$ cat config.mk
export PLATFORM = sky130hd
export DESIGN_NAME = top_all_lms
export DESIGN_NICKNAME = d
export VERILOG_FILES = /design/src/rtl/top_all_lms.sv
export SDC_FILE = /design/constraint.sdc
export NUM_CORES = 2
export LEC_CHECK = 0
export CAP_MARGIN = 20
export CORE_MARGIN = 1.5
export CORE_UTILIZATION = 50
export CTS_BUF_LIST = sky130_fd_sc_hd__clkbuf_2 sky130_fd_sc_hd__clkbuf_4 sky130_fd_sc_hd__clkbuf_8
export DETAILED_ROUTE_END_ITERATION = 7
export PLACE_DENSITY = 0.68
export SLEW_MARGIN = 20
export SYNTH_ARGS = -nofsm -noshare
export SYNTH_HDL_FRONTEND = slang
export SYNTH_SLANG_ARGS = --single-unit
$ cat constraint.sdc
create_clock -name clk -period 10.9 [get_ports clk]
set_input_delay 1.635 -clock clk [delete_from_list [all_inputs] [get_ports clk]]
set_output_delay 1.635 -clock clk [all_outputs]
set_load 0.1 [all_outputs]
$ cat src/rtl/top_all_lms.sv
`default_nettype none
// ============================================================================
// Module  : top_all_lms
// Brief   : 32-tap LMS adaptive FIR behind an oversampled SPI-slave port.
// Revision: 1.0  initial release
// ============================================================================
module top_all_lms #(
    parameter int              TAPS     = 32,
    parameter int              DW       = 14,
    parameter int              WW       = 20,
    parameter int              WF       = 16,
    parameter int              MU_SHIFT = 12,
    parameter logic [DW-1:0]   HDR      = 14'h0FFF
) (
    input  logic clk,
    input  logic rstn,
    input  logic sck,
    input  logic mosi,
    input  logic cs,
    output logic miso
);

    localparam int IW = $clog2(TAPS);
    localparam int PW = WW + DW;
    localparam int AW = PW + IW;
    localparam logic [IW-1:0] LAST_IDX = IW'(TAPS - 1);

    localparam logic [1:0] ST_IDLE    = 2'd0;
    localparam logic [1:0] ST_GOT_HDR = 2'd1;
    localparam logic [1:0] ST_GOT_X   = 2'd2;
    localparam logic [1:0] ST_COMPUTE = 2'd3;

    localparam logic [1:0] PH_SHIFT = 2'd0;
    localparam logic [1:0] PH_MAC   = 2'd1;
    localparam logic [1:0] PH_ERR   = 2'd2;
    localparam logic [1:0] PH_UPD   = 2'd3;

    logic r_sck_meta, r_sck_s, r_sck_q;
    logic r_cs_meta, r_cs_s, r_cs_q;
    logic r_mosi_meta, r_mosi_s;
    logic w_sck_rise, w_sck_fall, w_cs_rise, w_cs_fall;

    logic [DW-1:0] r_rx;
    logic [3:0]    r_cnt;
    logic          w_word_ok, w_word_bad;
    logic [DW-1:0] r_tx;
    logic          r_miso;

    logic [1:0]           r_state, r_phase;
    logic [IW-1:0]        r_idx;
    logic signed [DW-1:0] r_x, r_d, r_e, r_result;
    logic signed [AW-1:0] r_acc;
    logic signed [DW-1:0] r_xd [TAPS];
    logic signed [WW-1:0] r_w  [TAPS];

    logic signed [WW-1:0] w_wsel, w_mul_a;
    logic signed [DW-1:0] w_xsel;
    logic signed [PW-1:0] w_a_ext, w_b_ext, w_prod, w_prod_sh;
    logic signed [AW-1:0] w_acc_next, w_acc_sh;
    logic [DW-1:0]        w_y, w_e;
    logic [DW:0]          w_diff;
    logic [PW:0]          w_wsum;
    logic [WW-1:0]        w_wnew;
    logic                 w_y_ovf, w_w_ovf;

    // Two-stage synchronizers plus one delayed copy for edge detection
    always_ff @(posedge clk) begin
        if (rstn) begin
            r_sck_meta  <= 1'b0;
            r_sck_s     <= 1'b0;
            r_sck_q     <= 1'b0;
            r_cs_meta   <= 1'b1;
            r_cs_s      <= 1'b1;
            r_cs_q      <= 1'b1;
            r_mosi_meta <= 1'b0;
            r_mosi_s    <= 1'b0;
        end else begin
            r_sck_meta  <= sck;
            r_sck_s     <= r_sck_meta;
            r_sck_q     <= r_sck_s;
            r_cs_meta   <= cs;
            r_cs_s      <= r_cs_meta;
            r_cs_q      <= r_cs_s;
            r_mosi_meta <= mosi;
            r_mosi_s    <= r_mosi_meta;
        end
    end

    assign w_sck_rise = r_sck_s & ~r_sck_q;
    assign w_sck_fall = ~r_sck_s & r_sck_q;
    assign w_cs_rise  = r_cs_s & ~r_cs_q;
    assign w_cs_fall  = ~r_cs_s & r_cs_q;

    assign w_word_ok  = w_cs_rise && (r_cnt == 4'd14);
    assign w_word_bad = w_cs_rise && (r_cnt != 4'd14);

    always_ff @(posedge clk) begin
        if (rstn) begin
            r_rx  <= '0;
            r_cnt <= '0;
        end else if (w_cs_fall) begin
            r_cnt <= '0;
        end else if (w_sck_rise && !r_cs_s) begin
            r_rx <= {r_rx[DW-2:0], r_mosi_s};
            if (r_cnt != 4'd15)
                r_cnt <= r_cnt + 4'd1;
        end
    end

    always_ff @(posedge clk) begin
        if (rstn) begin
            r_tx   <= '0;
            r_miso <= 1'b0;
        end else if (w_cs_fall) begin
            r_tx   <= r_result;
            r_miso <= r_result[DW-1];
        end else if (r_cs_s) begin
            r_miso <= 1'b0;
        end else if (w_sck_fall) begin
            r_tx   <= {r_tx[DW-2:0], 1'b0};
            r_miso <= r_tx[DW-2];
        end
    end

    assign miso = r_miso;

    // One shared multiplier: w*x during the MAC pass, e*x during the update pass
    assign w_wsel     = r_w[r_idx];
    assign w_xsel     = r_xd[r_idx];
    assign w_mul_a    = (r_phase == PH_MAC) ? w_wsel : {{(WW-DW){r_e[DW-1]}}, r_e};
    assign w_a_ext    = {{DW{w_mul_a[WW-1]}}, w_mul_a};
    assign w_b_ext    = {{WW{w_xsel[DW-1]}}, w_xsel};
    assign w_prod     = w_a_ext * w_b_ext;
    assign w_prod_sh  = w_prod >>> MU_SHIFT;
    assign w_acc_next = r_acc + {{(AW-PW){w_prod[PW-1]}}, w_prod};

    assign w_acc_sh = r_acc >>> WF;
    assign w_y_ovf  = ~(&w_acc_sh[AW-1:DW-1]) & (|w_acc_sh[AW-1:DW-1]);
    assign w_y      = w_y_ovf ? {w_acc_sh[AW-1], {(DW-1){~w_acc_sh[AW-1]}}}
                              : w_acc_sh[DW-1:0];

    assign w_diff = {r_d[DW-1], r_d} - {w_y[DW-1], w_y};
    assign w_e    = (w_diff[DW] ^ w_diff[DW-1]) ? {w_diff[DW], {(DW-1){~w_diff[DW]}}}
                                                : w_diff[DW-1:0];

    assign w_wsum  = {{(PW+1-WW){w_wsel[WW-1]}}, w_wsel} + {w_prod_sh[PW-1], w_prod_sh};
    assign w_w_ovf = ~(&w_wsum[PW:WW-1]) & (|w_wsum[PW:WW-1]);
    assign w_wnew  = w_w_ovf ? {w_wsum[PW], {(WW-1){~w_wsum[PW]}}} : w_wsum[WW-1:0];

    always_ff @(posedge clk) begin
        if (rstn) begin
            r_state  <= ST_IDLE;
            r_phase  <= PH_SHIFT;
            r_idx    <= '0;
            r_acc    <= '0;
            r_x      <= '0;
            r_d      <= '0;
            r_e      <= '0;
            r_result <= '0;
            for (int k = 0; k < TAPS; k++) begin
                r_xd[k] <= '0;
                r_w[k]  <= '0;
            end
        end else begin
            case (r_state)
                ST_IDLE: begin
                    if (w_word_ok && (r_rx == HDR))
                        r_state <= ST_GOT_HDR;
                end
                ST_GOT_HDR: begin
                    if (w_word_ok) begin
                        r_x     <= r_rx;
                        r_state <= ST_GOT_X;
                    end else if (w_word_bad) begin
                        r_state <= ST_IDLE;
                    end
                end
                ST_GOT_X: begin
                    if (w_word_ok) begin
                        r_d     <= r_rx;
                        r_phase <= PH_SHIFT;
                        r_state <= ST_COMPUTE;
                    end else if (w_word_bad) begin
                        r_state <= ST_IDLE;
                    end
                end
                ST_COMPUTE: begin
                    case (r_phase)
                        PH_SHIFT: begin
                            for (int k = TAPS - 1; k > 0; k--)
                                r_xd[k] <= r_xd[k-1];
                            r_xd[0] <= r_x;
                            r_acc   <= '0;
                            r_idx   <= '0;
                            r_phase <= PH_MAC;
                        end
                        PH_MAC: begin
                            r_acc <= w_acc_next;
                            if (r_idx == LAST_IDX) begin
                                r_phase <= PH_ERR;
                            end else begin
                                r_idx <= r_idx + 1'b1;
                            end
                        end
                        PH_ERR: begin
                            r_e     <= w_e;
                            r_idx   <= '0;
                            r_phase <= PH_UPD;
                        end
                        default: begin
                            r_w[r_idx] <= w_wnew;
                            if (r_idx == LAST_IDX) begin
                                r_result <= r_e;
                                r_phase  <= PH_SHIFT;
                                r_state  <= ST_IDLE;
                            end else begin
                                r_idx <= r_idx + 1'b1;
                            end
                        end
                    endcase
                end
                default: r_state <= ST_IDLE;
            endcase
        end
    end

endmodule
`default_nettype wire

**Cell outlines without signal wires**

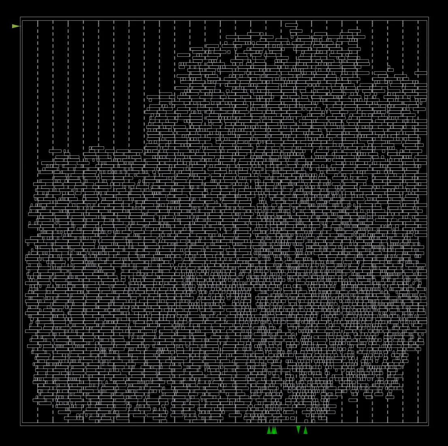
flop count: 1237
# fillers: 10400
Final Core Density: 58.9%

**Signal wires by layer**

Scale: 1 px per µm. Two of the layers only.
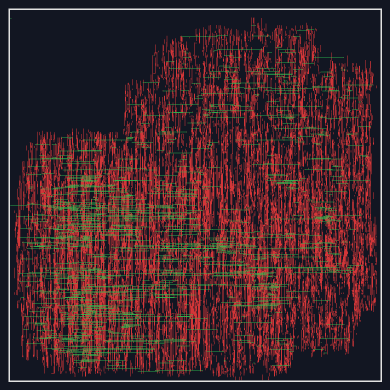
Key: metal 3 = green [wire length 15000 µm]; metal 2 = red [wire length 82.6 mm]

**The metal 2 layer**

Scale: 1 px per µm.
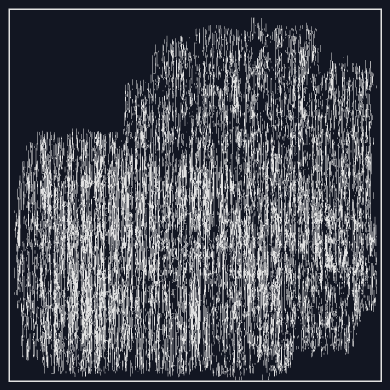
The wires run mostly vertical. The layer carries 82.6 mm of wire. The longest straight run is 127 µm.

**I/O nets highlighted**

Scale: 1 px per µm.
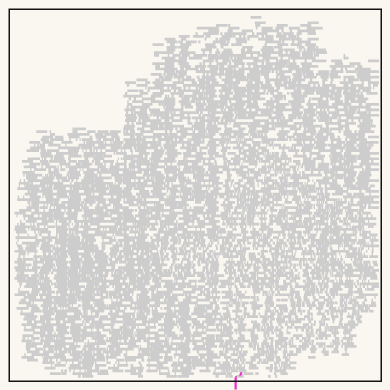
Key: mosi = magenta [bits 1, direction input, edge bottom, end cells 1, wire 7.00 µm]

==> metrics.cfg <==
[final_timing]
fin_ws_ps = -38.6
min_period_ps = 10940
drv_slew = 0
rsz0062_at_grt = true
finalSetupViolCount = 27

[synthesis]
mux_area_share_pct = 12.3
topCombFamilyByArea = simple AND/OR/NAND/NOR gates
edf_count = 1088
ys_cells = 5263
ys_seq_share_pct = 52.8
yosysTopAreaCellShare_pct = 48.4
ys_types = 80
ys_warn_count = 0
ys.flop_type = edfxtp_1
avgSynthCellArea_um2 = 12.8

[outcome]
failed_checks = negative setup slack
status = complete, but fails checks

[hold_path]
hold_start = r_cs_meta
whs_endpoint = r_cs_s
holdCritPathClass = reg2reg

[global_routing]
grt_util_met2_pct = 39.1
first_global_vias = 43700
gr-total-overflow = 0
grt.met3_usage_pct = 4.77
grt.busiest_layer = met2

[final_layout]
seq_area_um2 = 35700
largest_reg_flops = 640
finalNonFillerCells = 7542
fin_nets = 6057
num_antenna_cells = 2
regMostFlops = r_w
largestRegisters = r_w (640), r_xd (448), r_acc (39)

[clock_tree]
cts_max_path_buffers = 3
htree_levels = 4
cts_buffers = 199
post_cts_buffers = 11

[worst_setup_path]
critPathBufInv = 15
arrival_ps = 11580
critPathMostFrequentCell = fa_1
crit_required_ps = 11550
path_class = reg2reg
endpoint_kind = flop

[placed_design]
post_dp_cell_area_um2 = 72100
dpl.hpwl_um = 111000

[floorplanning]
initCoreUtil_pct = 50.5
rows = 134
tap_cells = 1768

[pwr]
powerClk_mw = 4.02
p_comb_share_pct = 8.2
p_leak_nw = 31.9

